File: config.mk
export PLATFORM = sky130hd
export DESIGN_NAME = decoder_stream_flat
export DESIGN_NICKNAME = d
export VERILOG_FILES = /design/src/rtl/decoder_pkg.sv /design/src/rtl/decoder_stream_if.sv /design/src/rtl/decoder_core.sv /design/src/rtl/decoder_stream.sv /design/src/flat_wrapper.sv
export SDC_FILE = /design/constraint.sdc
export NUM_CORES = 1
export LEC_CHECK = 0
export CORE_AREA = 2 2 78 80
export DETAILED_ROUTE_END_ITERATION = 7
export DIE_AREA = 0 0 80 82
export PLACE_DENSITY = 0.76
export SYNTH_ARGS = -nofsm -noshare
export SYNTH_HDL_FRONTEND = slang
export SYNTH_SLANG_ARGS = --single-unit
File: constraint.sdc
create_clock -name clk -period 3.1 [get_ports clk]
set_clock_uncertainty 0.05 [all_clocks]
set_input_delay 0.31 -clock clk [delete_from_list [all_inputs] [get_ports clk]]
set_output_delay 0.31 -clock clk [all_outputs]
set_load 0.01 [all_outputs]
File: src/rtl/decoder_pkg.sv
// Shared types for the streaming select-line decoder: request modes, FSM states
// and the sweep end-of-range test.
package decoder_pkg;

  typedef enum logic [1:0] {
    MODE_ONEHOT = 2'd0,
    MODE_THERMO = 2'd1,
    MODE_SWEEP  = 2'd2,
    MODE_RSVD   = 2'd3
  } mode_e;

  typedef enum logic [1:0] {
    S_IDLE  = 2'd0,
    S_HOLD  = 2'd1,
    S_SWEEP = 2'd2
  } state_e;

  // True when the beat carrying `code` is the final one of a sweep ending at `end_code`.
  function automatic logic sweep_is_last(input logic [31:0] code,
                                         input logic [31:0] stride,
                                         input logic [31:0] end_code);
    logic [32:0] nxt;
    nxt = {1'b0, code} + {1'b0, stride};
    return nxt > {1'b0, end_code};
  endfunction

endpackage

File: src/rtl/decoder_stream_if.sv
// Request and select-vector streams of the decoder, plus its status pulses.
interface decoder_stream_if #(
  parameter int IN_W = 5
) ();
  localparam int OUT_W = 2 ** IN_W;

  logic             in_valid;
  logic             in_ready;
  logic [IN_W-1:0]  in_code;
  logic [1:0]       in_mode;
  logic             out_valid;
  logic             out_ready;
  logic [OUT_W-1:0] out;
  logic [IN_W-1:0]  out_code;
  logic             busy;
  logic             sweep_done;
  logic             err;

  modport slave (
    input  in_valid, in_code, in_mode, out_ready,
    output in_ready, out_valid, out, out_code, busy, sweep_done, err
  );

  modport master (
    output in_valid, in_code, in_mode, out_ready,
    input  in_ready, out_valid, out, out_code, busy, sweep_done, err
  );
endinterface

File: src/rtl/decoder_core.sv
// Combinational N-to-2^N decoder: one-hot (bit c only) or thermometer (bits c..0).
module decoder_core #(
  parameter int IN_W = 5
) (
  input  logic [IN_W-1:0]      code,
  input  logic                 thermo,
  output logic [2**IN_W-1:0]   dec
);

  // Per-bit select: equality for one-hot, less-or-equal for thermometer.
  always_comb begin
    dec = '0;
    for (int i = 0; i < 2 ** IN_W; i++) begin
      if (thermo) begin
        dec[i] = (IN_W'(i) <= code);
      end else begin
        dec[i] = (IN_W'(i) == code);
      end
    end
  end

endmodule

File: src/rtl/decoder_stream.sv
// Registered stream decoder: one-hot / thermometer beats on request, or an
// autonomous walking-one sweep from code 0 up to a latched end code.
module decoder_stream
  import decoder_pkg::*;
#(
  parameter int IN_W         = 5,
  parameter int SWEEP_STRIDE = 1
) (
  input  logic            clk,
  input  logic            rst,
  decoder_stream_if.slave bus
);

  localparam int OUT_W = 2 ** IN_W;

  state_e           state_q, state_d;
  logic [OUT_W-1:0] out_q, out_d;
  logic [IN_W-1:0]  code_q, code_d;
  logic [IN_W-1:0]  end_q, end_d;
  logic             valid_q, valid_d;
  logic             last_q, last_d;
  logic             err_q, err_d;

  logic             in_ready_s;
  logic             accept_s;
  logic             drain_s;
  logic [IN_W-1:0]  load_code_s;
  logic             load_thermo_s;
  logic [OUT_W-1:0] dec_s;
  mode_e            mode_s;

  assign mode_s   = mode_e'(bus.in_mode);
  assign accept_s = bus.in_valid & in_ready_s;
  assign drain_s  = valid_q & bus.out_ready;

  // Ready is low throughout reset and in SWEEP; in HOLD it follows the consumer.
  always_comb begin
    in_ready_s = 1'b0;
    case (state_q)
      S_IDLE:  in_ready_s = ~rst;
      S_HOLD:  in_ready_s = bus.out_ready;
      S_SWEEP: in_ready_s = 1'b0;
      default: in_ready_s = 1'b0;
    endcase
  end

  // Code fed to the decoder for whichever beat may be loaded this cycle.
  always_comb begin
    if (state_q == S_SWEEP) begin
      load_code_s   = code_q + IN_W'(SWEEP_STRIDE);
      load_thermo_s = 1'b0;
    end else if (mode_s == MODE_SWEEP) begin
      load_code_s   = {IN_W{1'b0}};
      load_thermo_s = 1'b0;
    end else begin
      load_code_s   = bus.in_code;
      load_thermo_s = (mode_s == MODE_THERMO);
    end
  end

  decoder_core #(.IN_W(IN_W)) u_core (
    .code   (load_code_s),
    .thermo (load_thermo_s),
    .dec    (dec_s)
  );

  always_comb begin
    state_d = state_q;
    out_d   = out_q;
    code_d  = code_q;
    end_d   = end_q;
    valid_d = valid_q;
    last_d  = last_q;
    err_d   = 1'b0;
    if (state_q == S_SWEEP) begin
      if (drain_s) begin
        if (last_q) begin
          state_d = S_IDLE;
          valid_d = 1'b0;
          last_d  = 1'b0;
        end else begin
          out_d  = dec_s;
          code_d = load_code_s;
          last_d = sweep_is_last(32'(load_code_s), 32'(SWEEP_STRIDE), 32'(end_q));
        end
      end else begin
        state_d = S_SWEEP;
      end
    end else if (accept_s) begin
      // An accept in HOLD implies out_ready, so the presented beat drains this cycle.
      case (mode_s)
        MODE_ONEHOT, MODE_THERMO: begin
          state_d = S_HOLD;
          out_d   = dec_s;
          code_d  = bus.in_code;
          valid_d = 1'b1;
          last_d  = 1'b0;
        end
        MODE_SWEEP: begin
          state_d = S_SWEEP;
          out_d   = dec_s;
          code_d  = {IN_W{1'b0}};
          end_d   = bus.in_code;
          valid_d = 1'b1;
          last_d  = sweep_is_last(32'd0, 32'(SWEEP_STRIDE), 32'(bus.in_code));
        end
        default: begin
          state_d = S_IDLE;
          valid_d = 1'b0;
          last_d  = 1'b0;
          err_d   = 1'b1;
        end
      endcase
    end else if (drain_s) begin
      state_d = S_IDLE;
      valid_d = 1'b0;
    end else begin
      state_d = state_q;
    end
  end

  // State and output registers; reset clears every visible output at once.
  always_ff @(posedge clk or posedge rst) begin
    if (rst) begin
      state_q <= S_IDLE;
      out_q   <= '0;
      code_q  <= '0;
      end_q   <= '0;
      valid_q <= 1'b0;
      last_q  <= 1'b0;
      err_q   <= 1'b0;
    end else begin
      state_q <= state_d;
      out_q   <= out_d;
      code_q  <= code_d;
      end_q   <= end_d;
      valid_q <= valid_d;
      last_q  <= last_d;
      err_q   <= err_d;
    end
  end

  assign bus.in_ready   = in_ready_s;
  assign bus.out_valid  = valid_q;
  assign bus.out        = out_q;
  assign bus.out_code   = code_q;
  assign bus.busy       = (state_q == S_SWEEP);
  assign bus.sweep_done = last_q & valid_q & bus.out_ready & (state_q == S_SWEEP);
  assign bus.err        = err_q;

endmodule

File: src/flat_wrapper.sv
// flat-port wrapper written by rule: the top's interface ports become plain ports
module decoder_stream_flat import decoder_pkg::*;
#(
  parameter int IN_W         = 5,
  parameter int SWEEP_STRIDE = 1
)
  (clk, rst, bus_in_valid, bus_in_code, bus_in_mode, bus_out_ready, bus_in_ready, bus_out_valid, bus_out, bus_out_code, bus_busy, bus_sweep_done, bus_err);
  decoder_stream_if #(.IN_W(IN_W)) bus_i ();
  input  logic clk;
  input  logic rst;
  input wire logic [$bits(bus_i.in_valid)-1:0] bus_in_valid;
  input wire logic [$bits(bus_i.in_code)-1:0] bus_in_code;
  input wire logic [$bits(bus_i.in_mode)-1:0] bus_in_mode;
  input wire logic [$bits(bus_i.out_ready)-1:0] bus_out_ready;
  output wire logic [$bits(bus_i.in_ready)-1:0] bus_in_ready;
  output wire logic [$bits(bus_i.out_valid)-1:0] bus_out_valid;
  output wire logic [$bits(bus_i.out)-1:0] bus_out;
  output wire logic [$bits(bus_i.out_code)-1:0] bus_out_code;
  output wire logic [$bits(bus_i.busy)-1:0] bus_busy;
  output wire logic [$bits(bus_i.sweep_done)-1:0] bus_sweep_done;
  output wire logic [$bits(bus_i.err)-1:0] bus_err;
  assign bus_i.in_valid = bus_in_valid;
  assign bus_i.in_code = bus_in_code;
  assign bus_i.in_mode = bus_in_mode;
  assign bus_i.out_ready = bus_out_ready;
  assign bus_in_ready = bus_i.in_ready;
  assign bus_out_valid = bus_i.out_valid;
  assign bus_out = bus_i.out;
  assign bus_out_code = bus_i.out_code;
  assign bus_busy = bus_i.busy;
  assign bus_sweep_done = bus_i.sweep_done;
  assign bus_err = bus_i.err;
  decoder_stream #(.IN_W(IN_W), .SWEEP_STRIDE(SWEEP_STRIDE)) u_core (.clk(clk), .rst(rst), .bus(bus_i));
endmodule
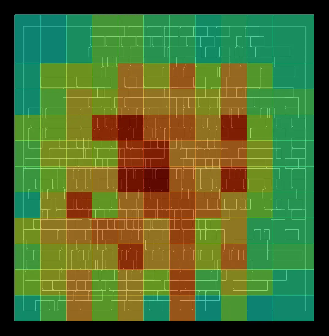
*Track usage over the die, run 1*
Overall Global Routing Usage: 0.2533
GR Util met1: 0.3550
met2 track demand over resource in global routing: 0.3992
detail-routed net length per standard cell: 17.24 um
global-route track usage on met3: 0.04396

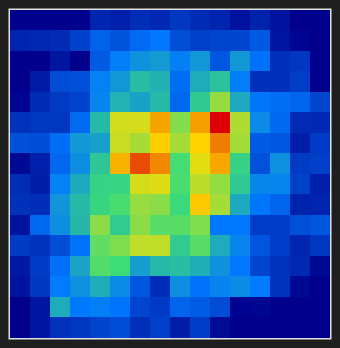
*Wiring heat map, run 1*
Drawn at 4 px/um. The die is cut into 16 by 16 equal tiles; dark blue is low, red is high, scaled to the fullest tile. Values are wire area over tile area, all layers added.
fullest tile = 0.73
tiles over half the peak = 17%
mean over tiles = 0.19

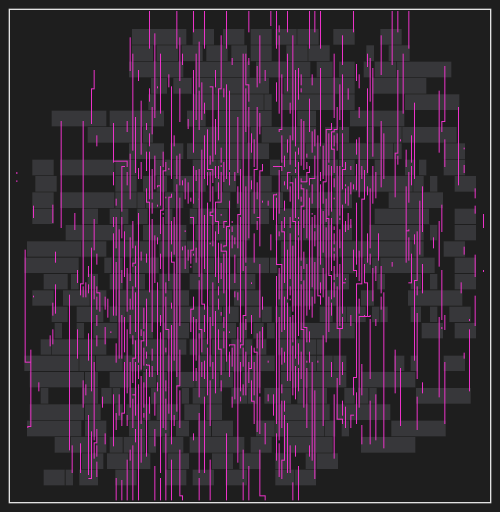
*Metal 2, run 1*
Drawn at 6 px/um.
nets with wire on the layer = 337
longest straight run = 36.0 um
main direction = vertical
share of all routed wire = 48%
wire length on this layer = 3670 um

==> reports/results.md, run 1 <==
| Parameter | Reported |
| --- | --- |
| Inverters, non-clock | 12 |
| # H-tree levels | 2 |
| Number of logic stages on the critical path including buffering | 13 |
| Crit Path Max Fanout | 5 |
| Number of standard cells after synthesis | 305 |
| Top area contributor share | 0.4195 |
| Critical path endpoint | u_core.last_q |
| Largest contributor to cell area by class | logic gates |
| Relative max-transition margin | 0.6088 |
| Placeable core region | 5746 sq um |
| Power consumed by sequential cells | 1.02 mW |
| DRC viols | 0 |
| Number of logic gates | 228 |
| Highest-count logic cell in the final layout | sky130_fd_sc_hd__clkdlybuf4s50_1 |
| FA/HA/MAJ Cells, Area Fraction | 0.04462 |
| Internal power contribution | 2.149 mW |
| Most popular library cell in the synthesized design by count | sky130_fd_sc_hd__dfrtp_1 |
| Required time of the critical path | 3.25 ns |
| Number of warnings in the stage logs | 28 |
| Met2 WL | 3668 um |
| Startpoint-to-endpoint class of the critical path | register to register |
| Relative contribution of sequential cells to total power | 0.272 |
| DRC violation total after the first TritonRoute iteration | 337 |
| First-pass detailed-route iteration total | 5 |
| IR Drop Worst-Case VDD | 0.6996 mV |
| Number of top-level pins | 53 |
| Worst hold path stage count | 2 |
| Yosys Chip Area | 2804 sq um |
| Clock network power | 0.467 mW |
| Outcome | completed |
| Pins Over Slew Limit | 0 |
| Sequential cell count | 47 |
| Clock tree from TritonCTS | done |
| Transition time at the pin with the least slew margin | 0.5855 ns |
| CP peak stage delay | 0.42 ns |
| Worst Reg2Reg Path Length in Cells | 13 |
| DPL Wire Length | 5710 um |
| Total cell area at the placement stage | 3505 sq um |
| DR vias | 2678 |
| Post-route cell area | 3621 sq um |
| Peak-usage layer in the global routing report | met2 |
| Cell types occupying the most area after synthesis | sky130_fd_sc_hd__dfrtp_1 (42%), sky130_fd_sc_hd__nand2_1 (5.2%), sky130_fd_sc_hd__ha_1 (4.5%) |
| Launch instance of the worst register-to-register path | u_core.bus.out_code[1] |
| Hold Violations, Final | 0 |
| Fraction of standard cell area in multi-input logic | 0.4064 |
| Flops & latches, synth | 47 |
| Total wire length after detailed routing | 7722 um |
| Cell at the slowest stage of the critical path | sky130_fd_sc_hd__dfrtp_1 |
| Hold path startpoint | u_core.bus.out[0] |
| Share of synthesized area spent on multiplexers | 0.03525 |
| Clock network latency to the later pin of the worst-skew pair | 0.30 ns |
| Destination of the worst register-to-register timing path | u_core.last_q |
| Most frequent cells after synthesis | sky130_fd_sc_hd__dfrtp_1 (47), sky130_fd_sc_hd__nand2_1 (39), sky130_fd_sc_hd__nor2_1 (21) |
| Synth unique cells | 60 |
| Standard-cell row count | 28 |
| Instance count after placement with tap cells included | 440 |
| Number of clock-tree buffers in the layout | 5 |
| Count of cells resized by post-cts repair | 0 |
| Pin count of the biggest net entering global routing | 48 |
| Combinational logic power | 2.27 mW |
| Total cells reported by yosys after synthesis | 305 |
| Buffer-and-inverter tally for the worst setup path | 1 |
| Post-synth tally of flip-flops with integrated enable | 0 |
| Proportion of register bits with asynchronous set or reset after synthesis | 1.000 |
| CP endpoint kind | register |
| Largest delay share family, worst path | adder cells |
| Post-Route Utilization | 0.6302 |
| Final GP Congestion | 0.9944 |
| Sequential cell area | 1176 sq um |
| Final tally of setup violations | 0 |
| Warnings from Yosys | 0 |
| DRT met1 WL | 3386 um |
| Worst path setup slack after routing | 0.2042 ns |
| Number of antenna cells inserted | 0 |
| DR WL met3 | 517 um |
| # fillers | 514 |
| Clock-pin slew reported for the worst setup and hold paths after clock tree synthesis | 0.09 ns |
| Ratio of routed vias to standard cells | 5.978 |
| Simple logic cell fraction of the synthesized area | 0.2026 |
| Well tap count | 75 |
| Final critical-path share of the clock period | 0.9341 |
| Mean Syn Cell Area | 9.193 sq um |
| Proportion of cell area occupied by registers | 0.3248 |
| Area of the mapped netlist | 2804 sq um |
| Sequential area share after synthesis | 0.4195 |
| ANT nets after route | 0 |
| Part of the power in combinational logic | 0.604 |
| Post-synthesis compound-gate area fraction | 0.2329 |
| Data arrival time at the worst-slack endpoint | 3.04 ns |
| Critical path origin | u_core.bus.out_code[1] |
--- run 2 (diff from run 1) ---
HOLD_SLACK_MARGIN = 0.02   (was not set)
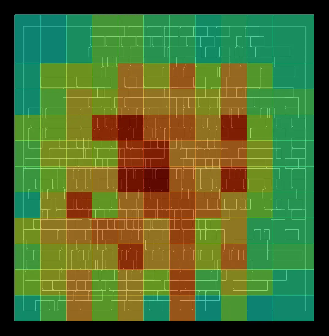
*Track usage over the die, run 2*
peak-usage layer in the global routing report: met2
Post-Route Utilization: 0.6302

==> reports/results.md, run 2 <==
| Parameter | Reported | Change |
| --- | --- | --- |
| Cell types occupying the most area after synthesis | sky130_fd_sc_hd__dfrtp_1 (42%), sky130_fd_sc_hd__nand2_1 (5.2%), sky130_fd_sc_hd__ha_1 (4.5%) |  |
| Buffer-and-inverter tally for the worst setup path | 1 | unchanged |
| Internal power contribution | 2.149 mW | unchanged |
| Clock network latency to the later pin of the worst-skew pair | 0.30 ns | about the same |
| Synth unique cells | 60 | unchanged |
| FA/HA/MAJ Cells, Area Fraction | 0.04462 | unchanged |
| Largest delay share family, worst path | adder cells |  |
| Number of standard cells after synthesis | 305 | unchanged |
| Launch instance of the worst register-to-register path | u_core.bus.out_code[1] |  |
| Highest-count logic cell in the final layout | sky130_fd_sc_hd__clkdlybuf4s50_1 |  |
| Total wire length after detailed routing | 7722 um | unchanged |
| Count of cells resized by post-cts repair | 0 | unchanged |
| Well tap count | 75 | unchanged |
| Power consumed by sequential cells | 1.02 mW | about the same |
| CP endpoint kind | register |  |
| Number of antenna cells inserted | 0 | unchanged |
| Sequential cell count | 47 | unchanged |
| Most popular library cell in the synthesized design by count | sky130_fd_sc_hd__dfrtp_1 |  |
| # H-tree levels | 2 | unchanged |
| DR vias | 2678 | unchanged |
| Number of logic gates | 228 | unchanged |
| CP peak stage delay | 0.42 ns | about the same |
| Met2 track demand over resource in global routing | 0.3992 | unchanged |
| Number of clock-tree buffers in the layout | 5 | unchanged |
| Fraction of standard cell area in multi-input logic | 0.4064 | unchanged |
| Post-synthesis compound-gate area fraction | 0.2329 | unchanged |
| ANT nets after route | 0 | unchanged |
| Transition time at the pin with the least slew margin | 0.5855 ns | unchanged |
| Hold path startpoint | u_core.bus.out[0] |  |
| Warnings from Yosys | 0 | unchanged |
| Final critical-path share of the clock period | 0.9341 | unchanged |
| DPL Wire Length | 5710 um | unchanged |
| Most frequent cells after synthesis | sky130_fd_sc_hd__dfrtp_1 (47), sky130_fd_sc_hd__nand2_1 (39), sky130_fd_sc_hd__nor2_1 (21) |  |
| Clock tree from TritonCTS | done |  |
| Sequential cell area | 1176 sq um | unchanged |
| Yosys Chip Area | 2804 sq um | unchanged |
| Total cells reported by yosys after synthesis | 305 | unchanged |
| Critical path endpoint | u_core.last_q |  |
| Number of logic stages on the critical path including buffering | 13 | unchanged |
| IR Drop Worst-Case VDD | 0.6996 mV | unchanged |
| Worst path setup slack after routing | 0.2042 ns | unchanged |
| Outcome | completed |  |
| Share of synthesized area spent on multiplexers | 0.03525 | unchanged |
| DRT met1 WL | 3386 um | unchanged |
| Number of top-level pins | 53 | unchanged |
| Detail-routed net length per standard cell | 17.24 um | unchanged |
| Relative max-transition margin | 0.6088 | unchanged |
| First-pass detailed-route iteration total | 5 | unchanged |
| DRC violation total after the first TritonRoute iteration | 337 | unchanged |
| Clock-pin slew reported for the worst setup and hold paths after clock tree synthesis | 0.09 ns | about the same |
| Placeable core region | 5746 sq um | unchanged |
| Critical path origin | u_core.bus.out_code[1] |  |
| Largest contributor to cell area by class | logic gates |  |
| Standard-cell row count | 28 | unchanged |
| Proportion of cell area occupied by registers | 0.3248 | unchanged |
| Worst Reg2Reg Path Length in Cells | 13 | unchanged |
| # fillers | 514 | unchanged |
| Post-route cell area | 3621 sq um | unchanged |
| Required time of the critical path | 3.25 ns | about the same |
| DR WL met3 | 517 um | unchanged |
| Area of the mapped netlist | 2804 sq um | unchanged |
| Mean Syn Cell Area | 9.193 sq um | unchanged |
| Global-route track usage on met3 | 0.04396 | unchanged |
| Hold Violations, Final | 0 | unchanged |
| Post-synth tally of flip-flops with integrated enable | 0 | unchanged |
| Ratio of routed vias to standard cells | 5.978 | unchanged |
| Data arrival time at the worst-slack endpoint | 3.04 ns | about the same |
| Final tally of setup violations | 0 | unchanged |
| Flops & latches, synth | 47 | unchanged |
| Sequential area share after synthesis | 0.4195 | unchanged |
| Proportion of register bits with asynchronous set or reset after synthesis | 1.000 | unchanged |
| Part of the power in combinational logic | 0.604 | about the same |
| Destination of the worst register-to-register timing path | u_core.last_q |  |
| Number of warnings in the stage logs | 28 | unchanged |
| Final GP Congestion | 0.9944 | unchanged |
| Pins Over Slew Limit | 0 | unchanged |
| Startpoint-to-endpoint class of the critical path | register to register |  |
| GR Util met1 | 0.3550 | unchanged |
| Pin count of the biggest net entering global routing | 48 | unchanged |
| Met2 WL | 3668 um | unchanged |
| Cell at the slowest stage of the critical path | sky130_fd_sc_hd__dfrtp_1 |  |
Power and IR drop assume default switching activity.
